Fig. 1: run 1, cell outlines without signal wires
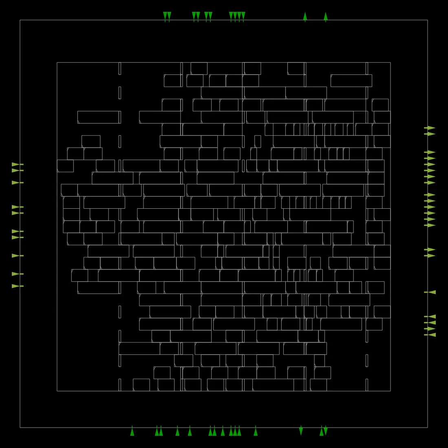
Fig. 2: run 1, the metal 2 layer
The bar under the picture is 20 um long.
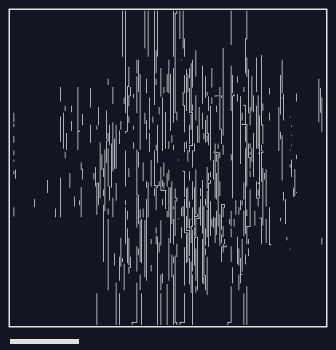
Fig. 3: run 1, cells coloured by class
The bar under the picture is 20 um long. Fill, decap, tap and diode cells in grey.
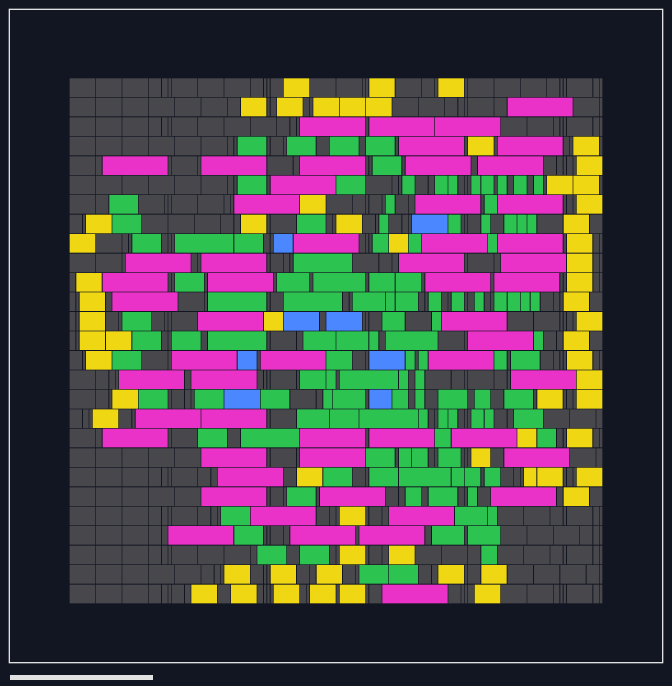
`src/rtl/nibble_adder_pkg.sv`:
```
// Shared types and constants for the nibble-serial adder.
// State encoding, nibble width and nibble-count helper.
package nibble_adder_pkg;

  typedef enum logic [1:0] {
    S_IDLE = 2'd0,
    S_RUN  = 2'd1,
    S_DONE = 2'd2
  } state_t;

  localparam int NIB_W = 4;

  function automatic int nib_count(input int width);
    return width / NIB_W;
  endfunction

endpackage

```
`src/rtl/nibble_serial_adder_carry_select.sv`:
```
// 4-bit carry-select adder: low pair ripples, high pair
// is computed for both carry values and then selected.
module carry_select (
  input  logic [3:0] A,
  input  logic [3:0] B,
  input  logic       cin,
  output logic [3:0] S,
  output logic       cout
);

  logic [2:0] w_lo;
  logic [2:0] w_hi0;
  logic [2:0] w_hi1;

  assign w_lo  = {1'b0, A[1:0]} + {1'b0, B[1:0]} + {2'b00, cin};
  assign w_hi0 = {1'b0, A[3:2]} + {1'b0, B[3:2]};
  assign w_hi1 = {1'b0, A[3:2]} + {1'b0, B[3:2]} + 3'd1;

  always_comb begin
    S[1:0] = w_lo[1:0];
    S[3:2] = w_hi0[1:0];
    cout   = w_hi0[2];
    if (w_lo[2]) begin
      S[3:2] = w_hi1[1:0];
      cout   = w_hi1[2];
    end
  end

endmodule

```
`src/rtl/nibble_serial_adder.sv`:
```
// Wide adder that reuses one 4-bit carry_select over WIDTH/4
// nibbles, LSB first, with a registered inter-nibble carry.
module nibble_serial_adder
  import nibble_adder_pkg::*;
#(
  parameter int WIDTH = 16
) (
  input  logic             clk,
  input  logic             rst_n,
  input  logic             in_valid,
  output logic             in_ready,
  input  logic [WIDTH-1:0] a,
  input  logic [WIDTH-1:0] b,
  input  logic             cin,
  output logic             out_valid,
  input  logic             out_ready,
  output logic [WIDTH-1:0] sum,
  output logic             cout,
  output logic             ovf,
  output logic             busy
);

  localparam int NIB   = nib_count(WIDTH);
  localparam int IDX_W = (NIB > 1) ? $clog2(NIB) : 1;

  state_t r_state;
  state_t w_next;

  logic [NIB-1:0][NIB_W-1:0] r_a;
  logic [NIB-1:0][NIB_W-1:0] r_b;
  logic [NIB-1:0][NIB_W-1:0] r_sum;
  logic [IDX_W-1:0]          r_idx;
  logic                      r_carry;
  logic                      r_cout;
  logic                      r_ovf;

  logic [NIB_W-1:0] w_s;
  logic             w_co;
  logic             w_last;
  logic             w_ovf;
  logic             w_msb_a;
  logic             w_msb_b;

  carry_select u_cs (
    .A    (r_a[r_idx]),
    .B    (r_b[r_idx]),
    .cin  (r_carry),
    .S    (w_s),
    .cout (w_co)
  );

  assign w_last  = (r_idx == IDX_W'(NIB - 1));
  assign w_msb_a = r_a[NIB-1][NIB_W-1];
  assign w_msb_b = r_b[NIB-1][NIB_W-1];
  // only meaningful on the last step, where w_s is the top nibble
  assign w_ovf   = (w_msb_a == w_msb_b) && (w_s[NIB_W-1] != w_msb_a);

  assign sum  = r_sum;
  assign cout = r_cout;
  assign ovf  = r_ovf;

  always_ff @(posedge clk or negedge rst_n) begin
    if (!rst_n) r_state <= S_IDLE;
    else        r_state <= w_next;
  end

  always_comb begin
    w_next    = r_state;
    in_ready  = 1'b0;
    out_valid = 1'b0;
    busy      = 1'b0;
    case (r_state)
      S_IDLE: begin
        in_ready = 1'b1;
        if (in_valid) w_next = S_RUN;
      end
      S_RUN: begin
        busy = 1'b1;
        if (w_last) w_next = S_DONE;
      end
      S_DONE: begin
        busy      = 1'b1;
        out_valid = 1'b1;
        if (out_ready) w_next = S_IDLE;
      end
      default: w_next = S_IDLE;
    endcase
  end

  always_ff @(posedge clk or negedge rst_n) begin
    if (!rst_n) begin
      r_a     <= '0;
      r_b     <= '0;
      r_sum   <= '0;
      r_idx   <= '0;
      r_carry <= 1'b0;
      r_cout  <= 1'b0;
      r_ovf   <= 1'b0;
    end else begin
      case (r_state)
        S_IDLE: begin
          if (in_valid) begin
            r_a     <= a;
            r_b     <= b;
            r_carry <= cin;
            r_idx   <= '0;
          end
        end
        S_RUN: begin
          r_sum[r_idx] <= w_s;
          r_carry      <= w_co;
          if (w_last) begin
            r_idx  <= '0;
            r_cout <= w_co;
            r_ovf  <= w_ovf;
          end else begin
            r_idx <= r_idx + IDX_W'(1);
          end
        end
        default: ;
      endcase
    end
  end

endmodule
```
`config.mk`:
```
export PLATFORM = sky130hd
export DESIGN_NAME = nibble_serial_adder
export DESIGN_NICKNAME = d
export VERILOG_FILES = /design/src/rtl/nibble_adder_pkg.sv /design/src/rtl/nibble_serial_adder_carry_select.sv /design/src/rtl/nibble_serial_adder.sv
export SDC_FILE = /design/constraint.sdc
export NUM_CORES = 1
export LEC_CHECK = 0
export CAP_MARGIN = 20
export CORE_MARGIN = 8
export CORE_UTILIZATION = 45
export CTS_CLUSTER_DIAMETER = 150
export DETAILED_ROUTE_END_ITERATION = 8
export PLACE_DENSITY = 0.86
export SYNTH_ARGS = -nofsm -noshare
export SYNTH_HDL_FRONTEND = slang
export SYNTH_SLANG_ARGS = --single-unit
```
`constraint.sdc`:
```
create_clock -name clk -period 3.05 [get_ports clk]
set_clock_uncertainty 0.15 [all_clocks]
set_input_delay 0.61 -clock clk [delete_from_list [all_inputs] [get_ports clk]]
set_output_delay 0.61 -clock clk [all_outputs]
set_load 0.02 [all_outputs]
```
==> run notes, run 1 <==
impl run done, here's what came out: status complete, no violations, Hold Fails Final Rpt 0, final setup fails 0, Seq/total area 0.4226, yosys adder share 0.06805, worst vdd ir 0.5019 mV, CP max stage delay 0.51 ns, first-pass GRT wire length 8569 um, Dominant comb cell multiplexers, fillers 449, area of the mapped netlist 2537 um^2, crit-path cells buf_4 > mux4_2 > inv_1 > fa_1 > inv_1 > fa_1 > mux2i_1 > buf_4 > a221o_1, area leader, netlist dfrtp_1, Yosys chip area 2537 um^2, via count 1623, Layout Utilization 0.5951, logic share of the area 0.3250, EDFF count, synth 0, r2r startpoint r_idx[0]$_DFFE_PN0P_, Clk. pwr 403 uW, Final Power 3.681 mW, Post-CTS Hold Fix Bufs 1
Notes on Fig. 1 above:
tap cells: 72
number of core rows: 27
Core Region: 5473 um^2

Notes on Fig. 2 above:
wire length on this layer: 2620 um
main direction: vertical
share of all routed wire: 52%
longest straight run: 29.4 um
nets with wire on the layer: 259

Notes on Fig. 3 above:
| colour | class | cells |
|---|---|---|
| yellow | remaining buffers and delay cells | 62 |
| blue | clock drivers and dummy loads | 8 |
| magenta | registers | 55 |
| green | remaining logic cells | 120 |

## Run 2: what changed since run 1
--- a/config.mk
+++ b/config.mk
@@ -5,11 +5,11 @@
 export SDC_FILE = /design/constraint.sdc
 export NUM_CORES = 1
 export LEC_CHECK = 0
-export CAP_MARGIN = 20
 export CORE_MARGIN = 8
 export CORE_UTILIZATION = 45
 export CTS_CLUSTER_DIAMETER = 150
 export DETAILED_ROUTE_END_ITERATION = 8
+export MAX_ROUTING_LAYER = met4
 export PLACE_DENSITY = 0.86
 export SYNTH_ARGS = -nofsm -noshare
 export SYNTH_HDL_FRONTEND = slang
==> run notes, run 2 <==
impl run done, here's what came out: Sequential Power Share 0.357, Core Region 5473 um^2, yosys adder share 0.06805, CP max stage delay 0.51 ns, largest class sequential cells, Post-CTS Hold Fix Bufs 1, tap cells 72, logic share of the area 0.3250, switch share 0.3787, crit-path cells buf_4 > mux4_2 > inv_1 > fa_1 > inv_1 > fa_1 > mux2i_1 > buf_4 > a221o_1, EDFF count, synth 0, fillers 449, area leader, netlist dfrtp_1, status complete, no violations, worst vdd ir 0.5025 mV, r2r startpoint r_idx[0]$_DFFE_PN0P_, CTS tree built, Yosys chip area 2537 um^2, final setup fails 0, wirelength, routed 5054 um, Seq/total area 0.4226, placed cells 308, WP data arrival 2.84 ns
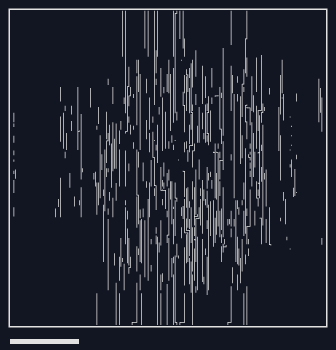
Fig. 4. The metal 2 layer (run 2).
The bar under the picture is 20 um long.
longest straight run: 29.9 um
share of all routed wire: 52%
main direction: vertical

## Run 3: what changed since run 2
--- a/config.mk
+++ b/config.mk
@@ -11,6 +11,7 @@
 export DETAILED_ROUTE_END_ITERATION = 8
 export MAX_ROUTING_LAYER = met4
 export PLACE_DENSITY = 0.86
+export SLEW_MARGIN = 10
 export SYNTH_ARGS = -nofsm -noshare
 export SYNTH_HDL_FRONTEND = slang
 export SYNTH_SLANG_ARGS = --single-unit
==> run notes, run 3 <==
impl run done, here's what came out: status complete, no violations, EDFF count, synth 0, Post-CTS Hold Fix Bufs 1, M1 WL 2091 um, wirelength, routed 5054 um, Vert. Die Dim 91.09 um, switch share 0.3787, Clk. pwr 401 uW, final non-filler cell total 317, Dominant comb cell multiplexers, Root Driver clkbuf_8, fillers 449, largest class sequential cells, Synth top cell by count dfrtp_1, via count 1614, highest metal used met4, CP max stage delay 0.51 ns, Core Region 5473 um^2, Post CTS Setup Buffer Count 0, Sequential Power Share 0.357, tap cells 72, worst vdd ir 0.5025 mV, Post-CTS Resized 0, crit-path cells buf_4 > mux4_2 > inv_1 > fa_1 > inv_1 > fa_1 > mux2i_1 > buf_4 > a221o_1, r2r startpoint r_idx[0]$_DFFE_PN0P_, Seq/total area 0.4226, PwrDens 1129 nW/um^2, WP data arrival 2.84 ns, Top pwr grp combinational cells, antenna violations before repair 0, Net count, final 293, CTS tree built, most instantiated logic cell after routing clkdlybuf4s50_1, Layout Utilization 0.5951, first-pass GRT wire length 8556 um, yosys adder share 0.06805, Yosys chip area 2537 um^2, placed cells 308, logic share of the area 0.3250, Final Power 3.676 mW, RSZ-0062 raised after global routing no, Ant. Diodes 0, area leader, netlist dfrtp_1, final setup fails 0, DP Worst Slack 0.2315 ns, number of core rows 27, seq pwr 1.31 mW, area of the mapped netlist 2537 um^2, distinct lib cells 26
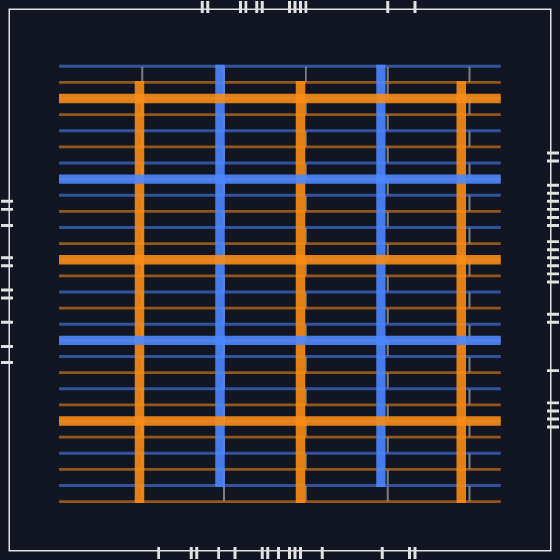
Fig. 5. Power grid (run 3).
Pins as bars on the die edge. Tap cells in grey.
| colour | net |
|---|---|
| orange | VSS |
| blue | VDD |
met4 straps: 5
signal pins: 58
rows: 27
met5 straps: 5

No activity file was given, so power comes from the tool's default toggle rates.
